===== config.mk =====
export PLATFORM = sky130hd
export DESIGN_NAME = ro_sel_sequencer
export DESIGN_NICKNAME = d
export VERILOG_FILES = /design/src/rtl/pvt_sensor_pkg.sv /design/src/rtl/ro_mux_tree.sv /design/src/rtl/ro_sel_sequencer.sv
export SDC_FILE = /design/constraint.sdc
export NUM_CORES = 1
export LEC_CHECK = 0
export CAP_MARGIN = 30
export CORE_ASPECT_RATIO = 0.8
export CORE_MARGIN = 4
export CORE_UTILIZATION = 50
export CTS_CLUSTER_DIAMETER = 40
export DETAILED_ROUTE_END_ITERATION = 16
export PLACE_DENSITY_LB_ADDON = 0.15
export SYNTH_ARGS = -nofsm -noshare
export SYNTH_HDL_FRONTEND = slang
export SYNTH_SLANG_ARGS = --single-unit

===== constraint.sdc =====
create_clock -name CLK -period 6.7 [get_ports CLK]
set_clock_uncertainty 0.1 [all_clocks]
set_input_delay 1.34 -clock CLK [delete_from_list [all_inputs] [get_ports CLK]]
set_output_delay 1.34 -clock CLK [all_outputs]
set_load 0.01 [all_outputs]

===== src/rtl/pvt_sensor_pkg.sv =====
// Shared types for the VT-sensor ring-oscillator select path:
// sequencer state encoding and the wrapping channel-mask search.
package pvt_sensor_pkg;

    localparam int MAX_RO = 64;

    typedef enum logic [2:0] {
        S_IDLE,
        S_GATE,
        S_SWITCH,
        S_SETTLE,
        S_ACTIVE
    } state_e;

    // First set bit at index >= start, wrapping within n (power of 2) channels.
    function automatic int next_set_bit(
        input logic [MAX_RO-1:0] mask,
        input int                n,
        input int                start
    );
        int         res;
        logic [5:0] idx;
        bit         found;
        res   = 0;
        found = 1'b0;
        for (int i = 0; i < MAX_RO; i++) begin
            idx = 6'((start + i) & (n - 1));
            if (!found && i < n && mask[idx]) begin
                res   = int'(idx);
                found = 1'b1;
            end
        end
        return res;
    endfunction

endpackage


===== src/rtl/ro_mux_tree.sv =====
// Combinational log2(N_RO)-level 2:1 mux tree for oscillator selection.
// Select bit k picks between adjacent pairs of the level below it.
module ro_mux_tree #(
    parameter int N_RO  = 16,
    parameter int SEL_W = $clog2(N_RO)
) (
    input  logic [N_RO-1:0]  ro_in,
    input  logic [SEL_W-1:0] sel,
    output logic             ro_out
);

    for (genvar k = 0; k <= SEL_W; k++) begin : g_lvl
        logic [(N_RO>>k)-1:0] v;
        if (k == 0) begin : g_leaf
            assign v = ro_in;
        end else begin : g_mux
            for (genvar j = 0; j < (N_RO >> k); j++) begin : g_bit
                assign v[j] = sel[k-1] ? g_lvl[k-1].v[2*j+1]
                                       : g_lvl[k-1].v[2*j];
            end
        end
    end

    assign ro_out = g_lvl[SEL_W].v[0];

endmodule


===== src/rtl/ro_sel_sequencer.sv =====
// Ring-oscillator channel sequencer: registered select, gated output, settle and scan dwell.
// Define RO_PWR_GATE_EN to power only the ring being switched to or measured.
module ro_sel_sequencer #(
    parameter int N_RO     = 16,
    parameter int SEL_W    = $clog2(N_RO),
    parameter int SETTLE_W = 8,
    parameter int DWELL_W  = 16
) (
    input  logic                CLK,
    input  logic                RST,
    input  logic [N_RO-1:0]     RO_IN,
    output logic                RO_OUT,
    output logic [N_RO-1:0]     RO_EN,
    input  logic                REQ_VALID,
    input  logic [SEL_W-1:0]    REQ_SEL,
    output logic                REQ_READY,
    input  logic                SCAN_EN,
    input  logic [N_RO-1:0]     SCAN_MASK,
    input  logic [SETTLE_W-1:0] SETTLE_CYC,
    input  logic [DWELL_W-1:0]  DWELL_CYC,
    output logic [SEL_W-1:0]    CUR_SEL,
    output logic                SEL_VALID
);

    import pvt_sensor_pkg::*;

    state_e              state_q, state_d;
    logic [SEL_W-1:0]    cur_sel_q, cur_sel_d;
    logic [SEL_W-1:0]    next_sel_q, next_sel_d;
    logic [SETTLE_W-1:0] settle_q, settle_d;
    logic [DWELL_W-1:0]  dwell_q, dwell_d;
    logic                gate_q, gate_d;
    logic [DWELL_W:0]    dwell_inc;
    logic                dwell_done;
    logic                mask_any;
    logic                hs;
    logic [SEL_W-1:0]    first_ge;
    logic [SEL_W-1:0]    first_gt;
    logic                ro_mux;

    assign mask_any = |SCAN_MASK;
    assign first_ge = SEL_W'(next_set_bit(MAX_RO'(SCAN_MASK), N_RO,
                                          int'(cur_sel_q)));
    assign first_gt = SEL_W'(next_set_bit(MAX_RO'(SCAN_MASK), N_RO,
                                          int'(cur_sel_q) + 1));

    assign REQ_READY = !RST && !SCAN_EN
                    && (state_q == S_IDLE || state_q == S_ACTIVE);
    assign hs        = REQ_VALID && REQ_READY;

    // Dwell of 0 behaves as 1 so a scan always advances.
    assign dwell_inc  = {1'b0, dwell_q} + (DWELL_W+1)'(1);
    assign dwell_done = dwell_inc >= {1'b0, DWELL_CYC};

    always_comb begin
        state_d    = state_q;
        cur_sel_d  = cur_sel_q;
        next_sel_d = next_sel_q;
        settle_d   = settle_q;
        dwell_d    = '0;
        unique case (state_q)
            S_IDLE: begin
                if (SCAN_EN) begin
                    if (mask_any) begin
                        next_sel_d = first_ge;
                        state_d    = S_GATE;
                    end
                end else if (hs) begin
                    next_sel_d = REQ_SEL;
                    state_d    = S_GATE;
                end
            end
            S_GATE: begin
                state_d = S_SWITCH;
            end
            S_SWITCH: begin
                cur_sel_d = next_sel_q;
                settle_d  = (SETTLE_CYC == '0) ? SETTLE_W'(1) : SETTLE_CYC;
                state_d   = S_SETTLE;
            end
            S_SETTLE: begin
                if (settle_q == '0) begin
                    state_d = S_ACTIVE;
                end else begin
                    settle_d = settle_q - SETTLE_W'(1);
                end
            end
            S_ACTIVE: begin
                if (SCAN_EN) begin
                    if (!dwell_done) begin
                        dwell_d = dwell_inc[DWELL_W-1:0];
                    end else if (mask_any) begin
                        next_sel_d = first_gt;
                        state_d    = S_GATE;
                    end else begin
                        state_d = S_IDLE;
                    end
                end else if (hs) begin
                    next_sel_d = REQ_SEL;
                    state_d    = S_GATE;
                end
            end
            default: begin
                state_d = S_IDLE;
            end
        endcase
        gate_d = (state_d == S_ACTIVE);
    end

    always_ff @(posedge CLK) begin
        if (RST) begin
            state_q    <= S_IDLE;
            cur_sel_q  <= '0;
            next_sel_q <= '0;
            settle_q   <= '0;
            dwell_q    <= '0;
            gate_q     <= 1'b0;
        end else begin
            state_q    <= state_d;
            cur_sel_q  <= cur_sel_d;
            next_sel_q <= next_sel_d;
            settle_q   <= settle_d;
            dwell_q    <= dwell_d;
            gate_q     <= gate_d;
        end
    end

    ro_mux_tree #(
        .N_RO (N_RO)
    ) u_mux (
        .ro_in  (RO_IN),
        .sel    (cur_sel_q),
        .ro_out (ro_mux)
    );

    assign RO_OUT    = ro_mux & gate_q;
    assign SEL_VALID = gate_q;
    assign CUR_SEL   = cur_sel_q;

`ifdef RO_PWR_GATE_EN
    logic [N_RO-1:0] ro_en_q, ro_en_d;

    // New ring powers up on SWITCH so it runs through the settle window.
    always_comb begin
        ro_en_d = ro_en_q;
        if (state_q == S_SWITCH) begin
            ro_en_d = N_RO'(1) << next_sel_q;
        end
        if (state_d == S_IDLE) begin
            ro_en_d = '0;
        end
    end

    always_ff @(posedge CLK) begin
        if (RST) begin
            ro_en_q <= '0;
        end else begin
            ro_en_q <= ro_en_d;
        end
    end

    assign RO_EN = ro_en_q;
`else
    assign RO_EN = '1;
`endif

endmodule


**Run 1: clock network drawn from the DEF**

Scale: 2 px per um.
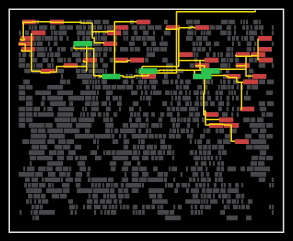
legend:
  yellow:
    item: clock wires
    length: 626 um
  green:
    item: clock drivers
    count: 5
  red:
    item: flip-flops
    count: 36
routed clock nets: 6

**Run 1: wiring by layer**

Scale: 3 px per um.
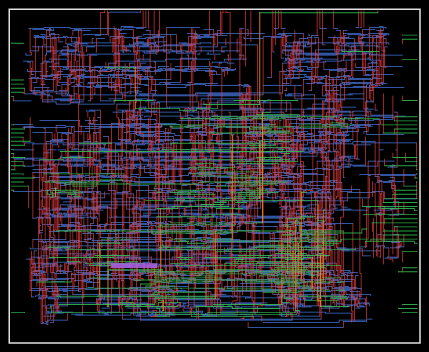
legend:
  blue:
    layer: metal 1
    wire_length: 10200 um
  green:
    layer: metal 3
    wire_length: 3280 um
  purple:
    layer: metal 5
    wire_length: 13.8 um
  red:
    layer: metal 2
    wire_length: 9690 um
  orange:
    layer: metal 4
    wire_length: 435 um
wirelength, routed: 23.6 mm
DR vias: 7170
routed len/inst: 22.3 um
Tot GR Track Use: 0.305

==> flow_metrics.tcl, run 1 <==
# implementation run metrics
set metrics [dict create \
    clock_path_buffers 2 \
    power.density_nw_per_um2 190 \
    antenna_found_initial 1 \
    top_logic_kind "multiplexers" \
    cts_buffers 5 \
    holdPathEnd "CUR_SEL[3]" \
    fp.dieW_um 136 \
    rsz0062_at_grt "false" \
    cts_resized 0 \
    synth_cells 828 \
    ant_nets 0 \
    outcome "finished clean" \
    vdd_drop_max_mv 0.152 \
    post_cts_buffers 0 \
    hold_buffers 0 \
    areaGrowthSynthToFinish_pct 14.9 \
    finalSetupViolCount 0 \
    first_iter_violations 1109 \
    fin_crit_sh 0.844 \
    p_seq_w 0.000263 \
    yosys_warnings 0 \
    power.share.clock 0.163 \
]
**Run 1: congestion heat map**

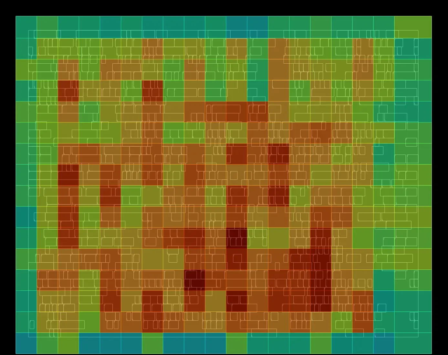
Most Used Layer, Global Route: met1
met2 Use GR: 0.428
met3 global-route usage: 0.101
grt met1 use: 0.460
Finished Core Util: 0.589

**Run 1: the metal 4 layer**

Scale: 3 px per um.
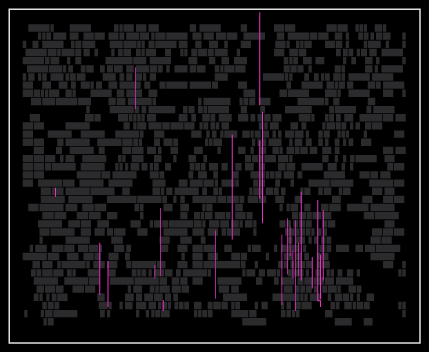
wire length on this layer: 435 um
longest straight run: 36.7 um
nets with wire on the layer: 22
share of all routed wire: 1.8%
main direction: vertical

run 1: sequential cells by signal, indices dropped and copies added (netlist names):
signal	count
state_q	3
CUR_SEL	4
settle_q	8
dwell_q	16
SEL_VALID	1
next_sel_q	4
run 1: area by class of cell:
type | instances | area (sq um)
inverters | 37 | 139
clock inverters | 3 | 18.8
clock buffers | 5 | 125
well taps | 175 | 219
repair buffers | 92 | 883
multi-input cells | 709 | 5470
fillers | 1190 | 5290
flip-flops and latches | 36 | 723
run 1: critical path: stages:
cell	delay (ns)
clkdlybuf4s50_1	0.61
mux4_2	0.55
mux2_2	0.34
mux2i_1	0.63
o311ai_1	0.39
nor4_1	0.65
nand3_1	0.14
o2bb2ai_1	0.26
a211oi_2	0.10
a311oi_1	0.33
o31ai_1	0.14
o221a_1	0.24
==> run 1 -> run 2 <==
==> constraint.sdc (replaced) <==
create_clock -name CLK -period 5.75 [get_ports CLK]
set_clock_uncertainty 0.1 [all_clocks]
set_input_delay 1.15 -clock CLK [delete_from_list [all_inputs] [get_ports CLK]]
set_output_delay 1.15 -clock CLK [all_outputs]
set_load 0.01 [all_outputs]
**Run 2: clock network drawn from the DEF**

Scale: 2 px per um.
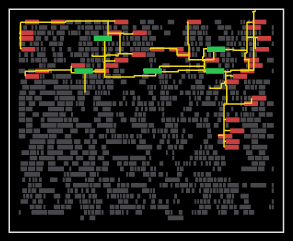
clk latency late pin: 0.29 ns
Clock group: 0.000270 W
clock network power share: 0.159

==> flow_metrics.tcl, run 2 <==
# implementation run metrics
set metrics [dict create \
    clock_path_buffers 2 \
    gr-usage-met3 0.106 \
    seq_cells 36 \
    logic_area_sq_um 5470 \
    grt_use_total 0.307 \
    holdPathEnd "CUR_SEL[2]" \
    synth_cells 828 \
    sh_comb_area 0.719 \
    top_logic_kind "multiplexers" \
    final-clk-cell-share 0.0189 \
    final_core_util 0.591 \
    busiest_layer "met2" \
    fin_crit_sh 0.914 \
    ant_nets 0 \
    tap_cells 175 \
    first_iter_violations 841 \
    top_register "dwell_q" \
    inv_count 37 \
    top_regs "dwell_q: 16 flops, settle_q: 8 flops" \
    outcome "finished clean" \
    largest_class "multi-input combinational cells" \
    areaGrowthSynthToFinish_pct 15.3 \
    yosys_warnings 0 \
    met1_usage 0.442 \
    largest_reg_flops 16 \
    nFillCells 1201 \
    comb_cells 709 \
    p_seq_w 0.000309 \
    cts_buffers 5 \
    post_cts_buffers 0 \
]
==> run 2: cell counts after synthesis <==
Identical to the previous run, type by type.
==> run 2: critical path: stages, from the launching register on <==
cell      delay (ns)
dfxtp_2         0.55
inv_1           0.10
ha_1            0.43
buf_12          0.27
mux2_2          0.40
mux2_2          0.37
mux4_2          0.60
or4b_1          0.61
nor3_1          0.45
nand2_1         0.20
o21ai_0         0.25
a211oi_2        0.05
a311oi_1        0.34
o31ai_1         0.13
o221a_1         0.23
==> run 2: stage by stage <==
step / setup WS (ns) / cells
after floorplan: 0.401 / 843
after global placement: 0.285 / 1052
after detailed placement: 0.254 / 1053
after CTS: 0.522 / 1061
after global routing: 0.196 / 1061
final: 0.495 / 1062
==> run 2 -> run 3 <==
--- a/config.mk
+++ b/config.mk
@@ -5,6 +5,7 @@
 export SDC_FILE = /design/constraint.sdc
 export NUM_CORES = 1
 export LEC_CHECK = 0
+export ABC_CLOCK_PERIOD_IN_PS = 5750
 export CAP_MARGIN = 30
 export CORE_ASPECT_RATIO = 0.8
 export CORE_MARGIN = 4
**Run 3: wiring by layer**

Scale: 3 px per um.
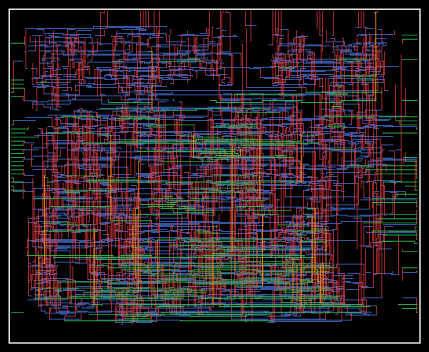
legend:
  red:
    layer: metal 2
    wire_length: 10100 um
  green:
    layer: metal 3
    wire_length: 3190 um
  orange:
    layer: metal 4
    wire_length: 499 um
  blue:
    layer: metal 1
    wire_length: 10100 um

==> flow_metrics.tcl, run 3 <==
# implementation run metrics
set metrics [dict create \
    outcome "finished clean" \
    crit_chain "inv_1, ha_1, buf_12, mux2_2, mux2_2, mux4_2, or4b_1, nor3_1, nand2_1, o21ai_0, a211oi_2, a311oi_1, o31ai_1, o221a_1" \
    hold_buffers 0 \
    cts_resized 0 \
    ys_top_cells_by_count "nand2_1 (91), nor2_1 (60), o21ai_0 (48)" \
    gr-usage-met3 0.106 \
    grt_first_pass_wirelength_mm 36.9 \
    grt_use_total 0.307 \
    critPathCaptureType "flip-flop" \
    cts_buffers 5 \
    holdPathEnd "CUR_SEL[2]" \
    worstSkewPairLatency_ns 0.29 \
    top_regs "dwell_q: 16 flops, settle_q: 8 flops" \
    yosysCellCount 828 \
    fin_crit_sh 0.914 \
    pwr.group.clock_w 0.000270 \
    met2_usage 0.447 \
    critPathBufInv 2 \
    critPathMostFrequentCell "mux2_2" \
    cp.depth 14 \
    top_logic_kind "multiplexers" \
    first_iter_violations 841 \
    logic_area_sq_um 5470 \
    areaGrowthSynthToFinish_pct 15.3 \
    ant_nets 0 \
    p_seq_w 0.000309 \
    slowest_stage "or4b_1" \
    synth_cells 828 \
    power.share.clock 0.159 \
    largest_reg_flops 16 \
    post_cts_buffers 0 \
    yosys_warnings 0 \
    slowest_delay_ns 0.61 \
]
## run 3: area by class of cell
type	count	area share
clock buffer	5	0.0165
antenna	1	0.000329
sequential	36	0.0951
multi-input combinational	709	0.719
inverter	37	0.0183
clock inverter	3	0.00247
timing repair buffer	96	0.119
tap	175	0.0288
## run 3: through the flow
stage                     utilization  instances  setup slack [ns]  power [W]  hold WS [ns]
final                           0.591       1062             0.495    0.00170         0.367
after global routing            0.591       1061             0.196    0.00179         0.392
after CTS                       0.591       1061             0.522    0.00166         0.368
after detailed placement        0.580       1053             0.254    0.00138         0.364
after global placement          0.579       1052             0.285    0.00137         0.358
after floorplan                     -        843             0.401    0.00106         0.332
Power and IR drop assume default switching activity.
